==> src/rtl/fb_wb_arbiter.sv <==
//==========================================================================
// Module      : fb_wb_arbiter
// Description : Two-master round-robin arbiter for a pipelined Wishbone
//               framebuffer/DDR3 port. Holds a tenure per master, limits
//               outstanding strobes, and aborts a tenure whose slave stops
//               responding.
// Revision    : 1.0 - initial release
//==========================================================================
`timescale 1ns/1ps
`default_nettype none

module fb_wb_arbiter #(
    parameter int AW      = 32,
    parameter int DW      = 32,
    parameter int MAX_OUT = 15,
    parameter int TIMEOUT = 1024
) (
    input  logic            clk_i,
    input  logic            rstn_i,
    // master 0 request / response
    input  logic            m0_cyc_i,
    input  logic            m0_stb_i,
    input  logic            m0_we_i,
    input  logic [AW-1:0]   m0_addr_i,
    input  logic [DW/8-1:0] m0_sel_i,
    input  logic [DW-1:0]   m0_wdata_i,
    output logic [DW-1:0]   m0_rdata_o,
    output logic            m0_ack_o,
    output logic            m0_err_o,
    output logic            m0_rty_o,
    output logic            m0_stall_o,
    // master 1 request / response
    input  logic            m1_cyc_i,
    input  logic            m1_stb_i,
    input  logic            m1_we_i,
    input  logic [AW-1:0]   m1_addr_i,
    input  logic [DW/8-1:0] m1_sel_i,
    input  logic [DW-1:0]   m1_wdata_i,
    output logic [DW-1:0]   m1_rdata_o,
    output logic            m1_ack_o,
    output logic            m1_err_o,
    output logic            m1_rty_o,
    output logic            m1_stall_o,
    // shared slave port
    output logic            s_cyc_o,
    output logic            s_stb_o,
    output logic            s_we_o,
    output logic [AW-1:0]   s_addr_o,
    output logic [DW/8-1:0] s_sel_o,
    output logic [DW-1:0]   s_wdata_o,
    input  logic [DW-1:0]   s_rdata_i,
    input  logic            s_ack_i,
    input  logic            s_err_i,
    input  logic            s_rty_i,
    input  logic            s_stall_i
);

    localparam int c_out_w = $clog2(MAX_OUT + 1);
    localparam int c_to_w  = $clog2(TIMEOUT + 1);
    localparam logic [c_out_w-1:0] c_max_out = c_out_w'(MAX_OUT);
    localparam logic [c_to_w-1:0]  c_to_last = c_to_w'(TIMEOUT - 1);

    localparam logic [1:0] c_st_idle  = 2'd0;
    localparam logic [1:0] c_st_own0  = 2'd1;
    localparam logic [1:0] c_st_own1  = 2'd2;
    localparam logic [1:0] c_st_drain = 2'd3;

    logic [1:0]         r_state;
    logic               r_owner;
    logic               r_last_owner;
    logic [c_out_w-1:0] r_outstanding;
    logic [c_to_w-1:0]  r_timeout;

    // Current owner's request, and the other master's cyc
    logic               w_own;
    logic               w_own_cyc;
    logic               w_own_stb;
    logic               w_own_we;
    logic [AW-1:0]      w_own_addr;
    logic [DW/8-1:0]    w_own_sel;
    logic [DW-1:0]      w_own_wdata;
    logic               w_oth_cyc;

    assign w_own       = (r_state == c_st_own0) || (r_state == c_st_own1);
    assign w_own_cyc   = r_owner ? m1_cyc_i   : m0_cyc_i;
    assign w_own_stb   = r_owner ? m1_stb_i   : m0_stb_i;
    assign w_own_we    = r_owner ? m1_we_i    : m0_we_i;
    assign w_own_addr  = r_owner ? m1_addr_i  : m0_addr_i;
    assign w_own_sel   = r_owner ? m1_sel_i   : m0_sel_i;
    assign w_own_wdata = r_owner ? m1_wdata_i : m0_wdata_i;
    assign w_oth_cyc   = r_owner ? m0_cyc_i   : m1_cyc_i;

    logic w_resp;
    logic w_full;
    logic w_busy;
    logic w_to_hit;
    logic w_s_stb;
    logic w_accept;

    assign w_resp   = s_ack_i | s_err_i | s_rty_i;
    assign w_full   = (r_outstanding == c_max_out);
    assign w_busy   = (r_outstanding != '0);
    // Abort fires only while the owner still holds cyc; a dropped cyc is a normal release
    assign w_to_hit = w_own & w_own_cyc & w_busy & ~w_resp & (r_timeout == c_to_last);
    // Strobes are withheld when the window is full or in the abort cycle
    assign w_s_stb  = w_own & w_own_cyc & w_own_stb & ~w_full & ~w_to_hit;
    assign w_accept = w_s_stb & ~s_stall_i;

    // Slave request path: only the owner's request, and only while owning
    assign s_cyc_o   = w_own & w_own_cyc;
    assign s_stb_o   = w_s_stb;
    assign s_we_o    = w_own & w_own_we;
    assign s_addr_o  = w_own ? w_own_addr  : '0;
    assign s_sel_o   = w_own ? w_own_sel   : '0;
    assign s_wdata_o = w_own ? w_own_wdata : '0;

    // Response to the owner; the non-owner always sees stall with no responses
    logic          w_o_ack;
    logic          w_o_err;
    logic          w_o_rty;
    logic          w_o_stall;
    logic [DW-1:0] w_o_rdata;

    assign w_o_ack   = w_own & s_ack_i;
    assign w_o_err   = w_own & (s_err_i | w_to_hit);
    assign w_o_rty   = w_own & s_rty_i;
    assign w_o_stall = ~w_own | s_stall_i | w_full | w_to_hit;
    assign w_o_rdata = w_own ? s_rdata_i : '0;

    assign m0_ack_o   = ~r_owner & w_o_ack;
    assign m0_err_o   = ~r_owner & w_o_err;
    assign m0_rty_o   = ~r_owner & w_o_rty;
    assign m0_stall_o =  r_owner | w_o_stall;
    assign m0_rdata_o =  r_owner ? '0 : w_o_rdata;

    assign m1_ack_o   =  r_owner & w_o_ack;
    assign m1_err_o   =  r_owner & w_o_err;
    assign m1_rty_o   =  r_owner & w_o_rty;
    assign m1_stall_o = ~r_owner | w_o_stall;
    assign m1_rdata_o =  r_owner ? w_o_rdata : '0;

    // Arbitration FSM with outstanding and timeout tracking; counters clear on every state change
    always_ff @(posedge clk_i or negedge rstn_i) begin
        if (!rstn_i) begin
            r_state       <= c_st_idle;
            r_owner       <= 1'b0;
            r_last_owner  <= 1'b1;
            r_outstanding <= '0;
            r_timeout     <= '0;
        end else begin
            case (r_state)
                c_st_idle: begin
                    r_outstanding <= '0;
                    r_timeout     <= '0;
                    if (m0_cyc_i && (!m1_cyc_i || r_last_owner)) begin
                        r_state <= c_st_own0;
                        r_owner <= 1'b0;
                    end else if (m1_cyc_i) begin
                        r_state <= c_st_own1;
                        r_owner <= 1'b1;
                    end
                end
                c_st_own0, c_st_own1: begin
                    if (!w_own_cyc) begin
                        r_last_owner  <= r_owner;
                        r_outstanding <= '0;
                        r_timeout     <= '0;
                        if (w_oth_cyc) begin
                            r_state <= r_owner ? c_st_own0 : c_st_own1;
                            r_owner <= ~r_owner;
                        end else begin
                            r_state <= c_st_idle;
                        end
                    end else if (w_to_hit) begin
                        r_state       <= c_st_drain;
                        r_outstanding <= '0;
                        r_timeout     <= '0;
                    end else begin
                        if (w_accept && !w_resp) begin
                            r_outstanding <= r_outstanding + c_out_w'(1);
                        end else if (!w_accept && w_resp && w_busy) begin
                            r_outstanding <= r_outstanding - c_out_w'(1);
                        end
                        if (w_resp || !w_busy) begin
                            r_timeout <= '0;
                        end else begin
                            r_timeout <= r_timeout + c_to_w'(1);
                        end
                    end
                end
                c_st_drain: begin
                    r_outstanding <= '0;
                    r_timeout     <= '0;
                    if (!w_own_cyc) begin
                        r_state      <= c_st_idle;
                        r_last_owner <= r_owner;
                    end
                end
                default: begin
                    r_state <= c_st_idle;
                end
            endcase
        end
    end

endmodule

`default_nettype wire
==> config.mk <==
export PLATFORM = sky130hd
export DESIGN_NAME = fb_wb_arbiter
export DESIGN_NICKNAME = d
export VERILOG_FILES = /design/src/rtl/fb_wb_arbiter.sv
export SDC_FILE = /design/constraint.sdc
export NUM_CORES = 1
export LEC_CHECK = 0
export CORE_AREA = 2 2 125 127
export DETAILED_ROUTE_END_ITERATION = 10
export DIE_AREA = 0 0 127 129
export GPL_TIMING_DRIVEN = 0
export SETUP_SLACK_MARGIN = 0.5
export SLEW_MARGIN = 25
export SYNTH_ARGS = -nofsm -noshare
export SYNTH_HDL_FRONTEND = slang
export SYNTH_SLANG_ARGS = --single-unit
==> constraint.sdc <==
create_clock -name clk_i -period 2.7 [get_ports clk_i]
set_input_delay 0.675 -clock clk_i [delete_from_list [all_inputs] [get_ports clk_i]]
set_output_delay 0.675 -clock clk_i [all_outputs]
set_load 0.02 [all_outputs]
==> summary.txt, run 1 <==
post-route setup slack = -94.36 ps
total die area = 16380 sq um
vias per cell = 4.540
violated checks = setup timing
# H-tree levels = 1
most used routing layer = met2
clk slew on worst S/H paths = 60 ps
yosys xor share = 0.03195
mean area per synthesized cell = 7.389 sq um
critical path data required time = 2830 ps
Max clock buf depth = 2
clk sinks = 19
hold-fix buffer count after cts = 0
post-placement setup slack = -1032 ps
number of buffers created by CTS = 3
FF+latch count, synth = 19
utilization after layout = 0.5973
M1 GR Usage = 0.2432
vias in the first global route = 4473
outcome = complete, but fails checks
final setup violating endpoints = 11
layout overhead on the synthesized area = 226.3%
min Tclk post-route = 2794 ps
Logic area = 3249 sq um
number of cells on the worst reg-to-reg path = 12
highest clock rate = 0.3579 GHz
## run 1: path summary, 6_finish.rpt
path / from / endpoint / slack (ps)
min in group asynchronous: rstn_i / r_outstanding[1] / 930
max: r_owner / r_outstanding[3] / -90
max reg2reg: r_owner / r_outstanding[3] / -90
max in group asynchronous: rstn_i / r_owner / 1230
min reg2reg: r_timeout[0] / r_timeout[0] / 490
min: r_timeout[0] / r_timeout[0] / 490
## run 1: cell usage in the layout (no fill, tap or decap), types with 3 or more instances in the layout
master	n
ha_1	3
xnor2_1	6
xor2_1	4
nor2_1	43
buf_8	13
mux2i_2	24
buf_6	153
and2_4	32
clkbuf_16	16
and3_4	34
mux2i_1	15
nand2_1	10
o211ai_1	4
buf_4	54
dfrtp_1	18
mux2i_4	32
clkbuf_2	4
nor2_2	4
and3_1	4
o21ai_0	5
or3_4	3
buf_12	20
inv_1	10
clkdlybuf4s50_1	173
nor2_4	47
nand3_1	6
## run 1: critical path: stages, from the launching register on
cell and delay [ps]:
dfrtp_1 380, buf_6 130, mux2_4 300, nor4b_4 130, and3_4 190, buf_6 110
or3_4 390, ha_4 220, a21o_1 150, a21oi_2 150, nand3_1 100, o41ai_2 60
mux2_1 360
## run 1: Yosys cell counts (2+ instances only)
cell type  count
o21ai_0        5
buf_6          2
and3_1        38
mux2_2         2
a21oi_1        3
clkbuf_1      21
xor2_1         4
a31oi_1        2
buf_2          5
inv_1         11
a21o_1         2
buf_1          2
or3_1          2
nand4_1        2
nor2_1        94
ha_1           5
o211ai_1       4
nand3_1        6
nor2b_1        2
nand2_1       11
and3b_1        2
nor3_1         2
dfrtp_1       18
xnor2_1        6
mux2i_1       71
and2_1        34
## run 1: sequential cells by signal, indices dropped and copies added, names as in the netlist
name / cells
r_outstanding: 4
r_last_owner: 1
r_timeout: 11
r_state: 2
r_owner: 1
## run 1: cell type report
type	count	area share
clock buffer	3	0.008392
timing repair buffer	404	0.4835
clock inverter	1	0.0005594
sequential	19	0.05329
buffer	30	0.05706
inverter	12	0.005874
timing repair inverter	1	0.001818
tap	188	0.02629
multi-input combinational	310	0.3632
## run 1: per-stage QoR
stage               setup TNS [ps]  std cells
floorplan                   -205.4        371
global placement            -46460        881
detailed placement          -51110        881
CTS                         -431.9        924
global route                 -2100        968
finish                      -338.0        968
## run 1: kinds of logic after synthesis
group | count (synthesis)
and+or+nand+nor | 199
DFF | 19
adders and majority gates | 6
AOI/OAI and AO/OA | 20
muxes | 75
xor gates and xnor gates | 10
buffers and inverters | 42
## run 1: routing by layer
| layer | vias up | routed length (microns) |
|---|---|---|
| met2 | 217 | 9860 |
| met1 | 2067 | 7311 |
| met5 | - | 0 |
| met4 | 0 | 493 |
| li1 | 2085 | - |
| met3 | 26 | 1971 |
Run 1, metal 2:
Scale: 3 px per micron.
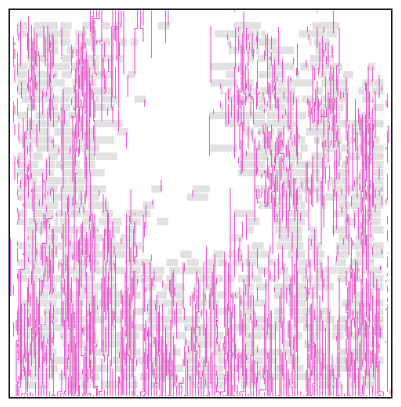
wire length on this layer: 9860 microns
share of all routed wire: 50%
met2 GRT Util: 0.3861
via count: 4395

Run 1, placed standard cells:
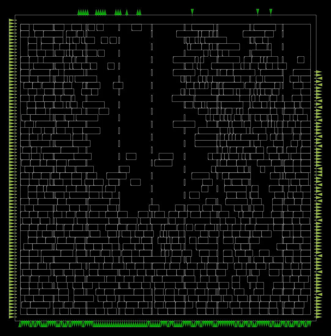
FILL cells: 1256
Core Box Area: 14980 sq um
# Taps: 188

Run 1, I/O pins on the die edge:
Scale: 4 px per micron. Pins as bars across the die edge, other pins in grey.
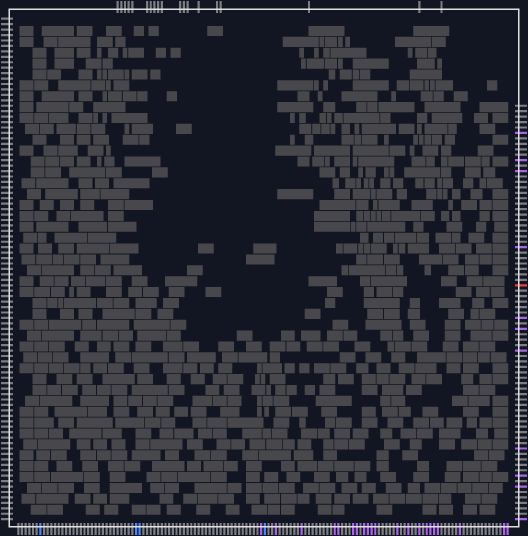
legend:
  m0_rdata_o:
    colour: purple
    pins: 32
    direction: output
    edge: 21 bottom, 11 right
  s_sel_o:
    colour: blue
    pins: 4
    direction: output
    edge: bottom
  s_we_o:
    colour: red
    pins: 1
    direction: output
    edge: right
Die X: 127 microns
Die Span Y: 129 microns
# port buffers: 322

Run 1, a small window of the routed layout:
Region (44, 44) to (84, 84) microns. Cells in grey, sequential cells in the stronger grey; small squares are vias.
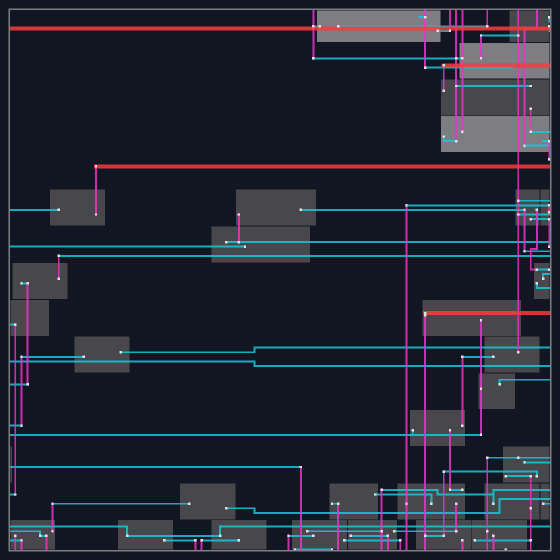
legend:
  met3:
    colour: red
  met1:
    colour: cyan
  met2:
    colour: magenta
netlist names of flops here include: r_state (2), r_timeout (1)
most frequent: buf_6 (9), and3_4 (3), dfrtp_1 (3)
cells with their middle in the window: 28
sequential cells in the window: 3

Run 1, wiring by layer:
Scale: 3 px per micron. Only two layers are drawn.
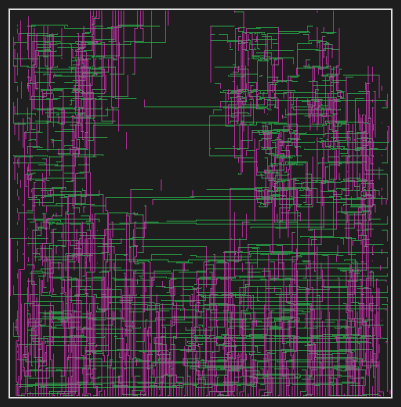

==> run 2, diff against run 1 <==
==> constraint.sdc (replaced) <==
create_clock -name clk_i -period 2.7 [get_ports clk_i]
set_input_delay 0.675 -clock clk_i [delete_from_list [all_inputs] [get_ports clk_i]]
set_output_delay 0.675 -clock clk_i [all_outputs]
set_load 0.05 [all_outputs]
Run 2, wiring by layer:
Scale: 3 px per micron. Only two layers are drawn.
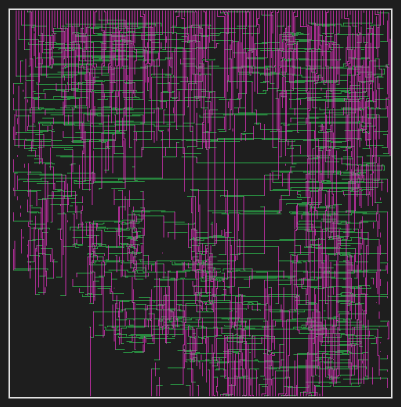
legend:
  met2:
    colour: magenta
    wire_length: 10800 microns
  met1:
    colour: green
    wire_length: 6850 microns
Tot GR Track Use: 0.2094
Routed Wire Length: 19.76 mm
routed length per instance: 20.28 microns
via count: 4485

Run 2, a small window of the routed layout:
Region (44, 44) to (84, 84) microns. Cells in grey, sequential cells in the stronger grey; small squares are vias.
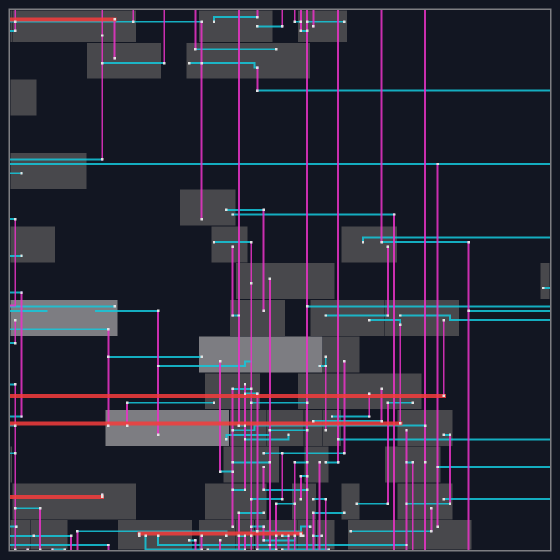
legend:
  met2:
    colour: magenta
  met3:
    colour: red
  met1:
    colour: cyan
netlist names of flops here include: r_state (2), r_timeout (1)
most frequent: clkbuf_16 (4), buf_8 (4), buf_4 (4)
sequential cells in the window: 3
cells with their middle in the window: 41

==> run 2 against run 1 <==
The run still ends with setup timing left. Area after synthesis stayed put. Clock skew is 1.1 ps lower. Count of clock-buffer cells in the layout is 1 higher. Setup slack worse by 51 ps. First-iteration DRC count is 33% higher. Critical path depth stayed put. Sequential share of layout area is 0.54 points lower.
==> summary.txt, run 2 <==
Die X = 127 microns (unchanged)
# port buffers = 322 (unchanged)
post-route setup slack = -145.7 ps (-51.34 ps)
final setup violating endpoints = 6 (-5)
Synth top cells by count = nor2_1 (94), mux2i_1 (71), and3_1 (38)
min Tclk post-route = 2846 ps (+51.34 ps)
number of buffers created by CTS = 3 (unchanged)
Max stage delay on crit path = 400 ps (about the same)
cell type of the slowest stage on the worst timing path = or3_4
number of cells on the worst reg-to-reg path = 12 (unchanged)
Max clock buf depth = 2 (unchanged)
Core Box Area = 14980 sq um (unchanged)
worst path cell trace = buf_6, mux2_4, nor4b_4, and3_1, buf_6, or3_4, ha_4, a21o_1, a21oi_2, nand3_1, o41ai_2, mux2_1
clk slew on worst S/H paths = 50 ps (about the same)
vias in the first global route = 4584 (+2.5%)
RSZ-0062 raised after global routing = true
count leader, synth = nor2_1
violated checks = setup timing
most frequent logic cells in the routed design = clkdlybuf4s50_1 (173), buf_8 (144), nor2_4 (64)
max reg flops = 11 (unchanged)
vias per cell = 4.605 (+1.4%)
Worst Hold End = r_timeout[0]
hold-fix buffer count after cts = 0 (unchanged)
highest clock rate = 0.3514 GHz (-1.8%)
clk sinks = 19 (unchanged)
most frequent logic cell in the layout = clkdlybuf4s50_1
HP Start = r_timeout[0]
worst hold path class = reg2reg
flip-flops with a built-in enable = 0
critical path data required time = 2830 ps (about the same)
Die Span Y = 129 microns (unchanged)
FILL cells = 1053 (-16%)
yosys xor share = 0.03195 (unchanged)
outcome = complete, but fails checks
FF+latch count, synth = 19 (unchanged)
biggest regs = r_timeout: 11 flops, r_outstanding: 4 flops, r_state: 2 flops
TNS Setup = -570.3 ps (-232.4 ps)
reg-to-reg critical path startpoint = r_owner
layout overhead on the synthesized area = 263.0%
Synth area leaders = mux2i_1 (26%), dfrtp_1 (16%), nor2_1 (13%)
Logic area = 3628 sq um (+12%)
Top cell by count, worst path = buf_6
mean area per synthesized cell = 7.389 sq um (unchanged)
Most flops, register = r_timeout
Run 2, metal 2:
Scale: 3 px per micron.
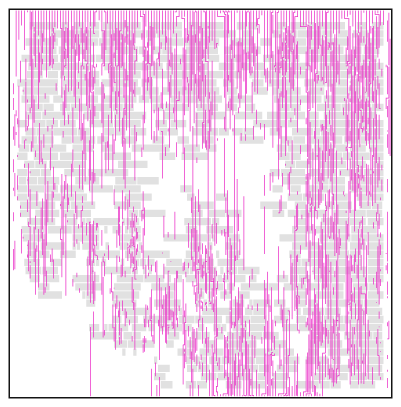
share of all routed wire: 55%
nets with wire on the layer: 885
met2 GRT Util: 0.4013

## run 2: cell counts after synthesis
No cell type changed its count.
## run 2: metal layers
| metal | GRT usage | vias to the layer above | part of all wire |
|---|---|---|---|
| li1 | - | 2098 | - |
| met3 | 0.06154 | 37 | 0.074 |
| met1 | 0.2196 | 2161 | 0.35 |
| met2 | 0.4013 | 189 | 0.55 |
| met4 | 0.06658 | 0 | 0.033 |
| met5 | 0 | - | 0 |
## run 2: through the flow
step | setup WS [ps] | hold WS (ps) | util | cells
floorplan | -205.4 | 379.4 | - | 371
global placement | -1262 | 481.4 | 0.4530 | 881
detailed placement | -1284 | 482.5 | 0.4530 | 881
CTS | -183.1 | 489.7 | 0.5970 | 940
global route | -238.0 | 509.3 | 0.6645 | 974
finish | -145.7 | 490.7 | 0.6645 | 974
## run 2: cell families after synthesis
logic type,count (synthesis)
buffers and inverters,42
XOR/XNOR,10
AND/OR/NAND/NOR,199
multiplexers,75
flip-flops,19
AND-OR/OR-AND,20
adder cells (fa/ha/maj),6
## run 2: layout make-up
type | instances | area share
Antenna cell | 3 | 0.0007543
Buffer | 30 | 0.05482
Clock buffer | 4 | 0.007921
Inverter | 12 | 0.005280
Multi-Input combinational cell | 311 | 0.3646
Sequential cell | 19 | 0.04790
Tap cell | 188 | 0.02364
Timing Repair Buffer | 406 | 0.4940
Timing Repair inverter | 1 | 0.001132
## run 2: what timing repair did
action | in CTS | in global routing
setup buffers | 42 | 29
pin swaps | 33 | 29
setup endpoints to repair | 159 | 147
resized | 1309 | 186
cloned | 13 | 2
## run 2: how the worst max path moves through the flow
stage	to	startpoint
final	r_outstanding[3]	m0_cyc_i
after global routing	m0_err_o	s_ack_i
after CTS	r_outstanding[3]	m0_cyc_i
after detailed placement	m0_err_o	s_ack_i
after global placement	m0_err_o	s_ack_i
after floorplan	r_outstanding[3]	m0_cyc_i
## run 2: worst max-delay path: cells and delay by family
kind	cells	cell delay, ps
and+or+nand+nor	4	820
buffers and inverters	2	240
adders and majority gates	1	220
AOI/OAI and AO/OA	3	410
muxes	2	630
==> run 3, diff against run 2 <==
--- a/config.mk
+++ b/config.mk
@@ -9,6 +9,7 @@
 export DETAILED_ROUTE_END_ITERATION = 10
 export DIE_AREA = 0 0 127 129
 export GPL_TIMING_DRIVEN = 0
+export RECOVER_POWER = 25
 export SETUP_SLACK_MARGIN = 0.5
 export SLEW_MARGIN = 25
 export SYNTH_ARGS = -nofsm -noshare
Run 3, I/O pins on the die edge:
Scale: 4 px per micron. Pins as bars across the die edge, other pins in grey.
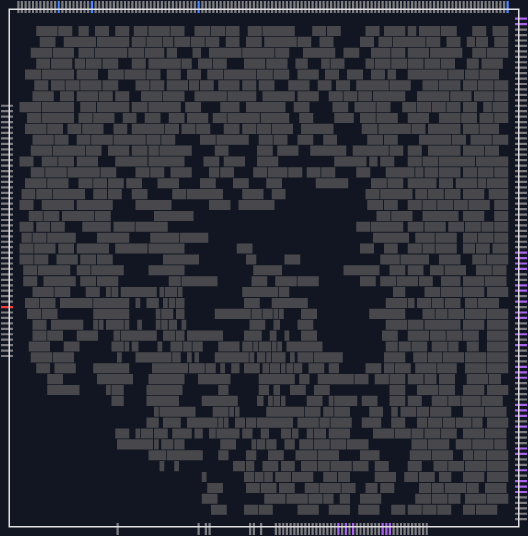
legend:
  s_we_o:
    colour: red
    pins: 1
    direction: output
    edge: left
  s_sel_o:
    colour: blue
    pins: 4
    direction: output
    edge: top
  m0_rdata_o:
    colour: purple
    pins: 32
    direction: output
    edge: 26 right, 6 bottom
all pins by edge: 134 top, 93 right, 49 bottom, 47 left

Run 3, metal 2:
Scale: 3 px per micron.
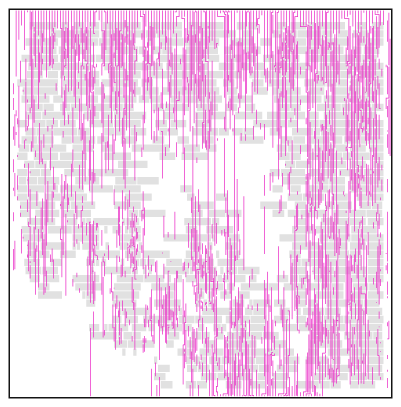
wire length on this layer: 10800 microns
share of all routed wire: 55%
nets with wire on the layer: 885
Routed Wire Length: 19.76 mm

Run 3, a small window of the routed layout:
Region (44, 44) to (84, 84) microns. Cells in grey, sequential cells in the stronger grey; small squares are vias.
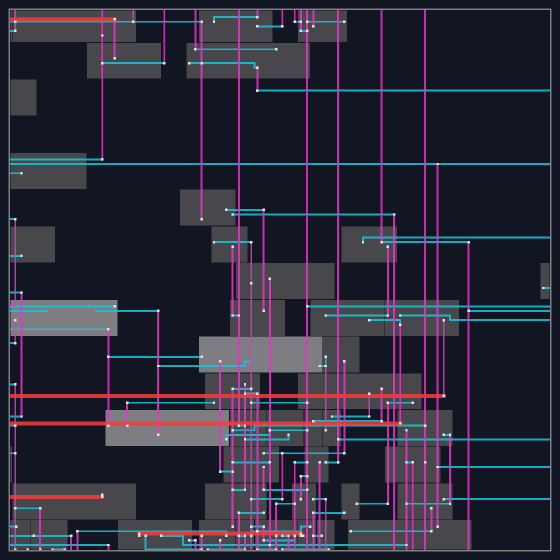
legend:
  met2:
    colour: magenta
  met3:
    colour: red
  met1:
    colour: cyan
netlist names of flops here include: r_state (2), r_timeout (1)
most frequent: clkbuf_16 (4), buf_8 (4), buf_4 (4)
cells with their middle in the window: 41
sequential cells in the window: 3

==> run 3 against run 2 <==
The run still ends with setup timing left. Count of clock-buffer cells in the layout did not move. Core utilization is the same. Critical endpoint unchanged.
==> summary.txt, run 3 <==
outcome = complete, but fails checks
violated checks = setup timing
worst hold path class = reg2reg
layout overhead on the synthesized area = 263.0% (unchanged)
FILL cells = 1053 (unchanged)
critical path data required time = 2830 ps (about the same)
# port buffers = 322 (unchanged)
via count = 4485 (unchanged)
vias in the first global route = 4584 (unchanged)
worst hold slack = 490.7 ps (unchanged)
count leader, synth = nor2_1
biggest regs = r_timeout: 11 flops, r_outstanding: 4 flops, r_state: 2 flops
post-route setup slack = -145.7 ps (-0.007000 ps)
Tot GR Track Use = 0.2094 (unchanged)
final setup violating endpoints = 6 (unchanged)
most frequent logic cell in the layout = clkdlybuf4s50_1
Max clock buf depth = 2 (unchanged)
highest clock rate = 0.3514 GHz (about the same)
flip-flops with a built-in enable = 0 (unchanged)
max reg flops = 11 (unchanged)
number of buffers created by CTS = 3 (unchanged)
Most flops, register = r_timeout
Die X = 127 microns (unchanged)
Core Box Area = 14980 sq um (unchanged)
mean area per synthesized cell = 7.389 sq um (unchanged)
clk sinks = 19 (unchanged)
Synth area leaders = mux2i_1 (26%), dfrtp_1 (16%), nor2_1 (13%)
vias per cell = 4.605 (unchanged)
min Tclk post-route = 2846 ps (+0.007000 ps)
Die Span Y = 129 microns (unchanged)
yosys xor share = 0.03195 (unchanged)
routed length per instance = 20.28 microns (about the same)
==> run 3: worst paths after layout <==
check                      slack [ps]          endpoint    startpoint  cells past startpoint
setup / recovery                 -150  r_outstanding[3]      m0_cyc_i                     12
hold / removal                    490      r_timeout[0]  r_timeout[0]                      1
setup reg to reg                 -130  r_outstanding[3]       r_owner                     12
hold reg to reg                   490      r_timeout[0]  r_timeout[0]                      1
max in group asynchronous        1170      r_timeout[7]        rstn_i                      1
min in group asynchronous         990  r_outstanding[2]        rstn_i                      1
==> run 3: what timing repair did <==
action,CTS,global route
setup buffers,42,29
gates cloned,13,2
pin swaps,33,29
endpoints found under the setup margin,159,147
hold buffers,0,0
resized,1309,186
==> run 3: through the flow <==
stage | cells | cell area, sq um | utilization | worst slack [ps] | TNS [ps]
after floorplan | 371 | 3327 | - | -205.4 | -368.0
after global placement | 881 | 6785 | 0.4530 | -1262 | -63850
after detailed placement | 881 | 6785 | 0.4530 | -1284 | -70400
after CTS | 940 | 8941 | 0.5970 | -183.1 | -585.5
after global routing | 974 | 9952 | 0.6645 | -238.0 | -1066
final | 974 | 9952 | 0.6645 | -145.7 | -570.3
==> run 3: layout make-up <==
type                       count  area share
antenna                        3   0.0007543
sequential                    19     0.04790
clock buffer                   4    0.007921
buffer                        30     0.05482
timing repair buffer         406      0.4940
tap                          188     0.02364
inverter                      12    0.005280
timing repair inverter         1    0.001132
multi-input combinational    311      0.3646
==> run 3: worst max-delay path, stage by stage <==
cell and delay [ps]:
buf_6 110, mux2_4 280, nor4b_4 140, and3_1 170, buf_6 130, or3_4 400, ha_4 220, a21o_1 160
a21oi_2 180, nand3_1 110, o41ai_2 70, mux2_1 350
==> run 3: cell families (layout without fill, tap and decap cells) <==
kind of cell             after synthesis  in the layout
other                                  0              3
buffers and inverters                 42            453
flip-flops                            19             19
XOR/XNOR                              10             10
AND-OR/OR-AND                         20             20
multiplexers                          75             75
adder cells (fa/ha/maj)                6              6
AND/OR/NAND/NOR                      199            200
==> run 3: per-layer routing <==
| layer | routed length [microns] | global-route usage | share of wire | vias up |
|---|---|---|---|---|
| met3 | 1461 | 0.06154 | 0.074 | 37 |
| met1 | 6844 | 0.2196 | 0.35 | 2161 |
| met2 | 10800 | 0.4013 | 0.55 | 189 |
| met4 | 647 | 0.06658 | 0.033 | 0 |
| li1 | - | - | - | 2098 |
| met5 | 0 | 0 | 0 | - |
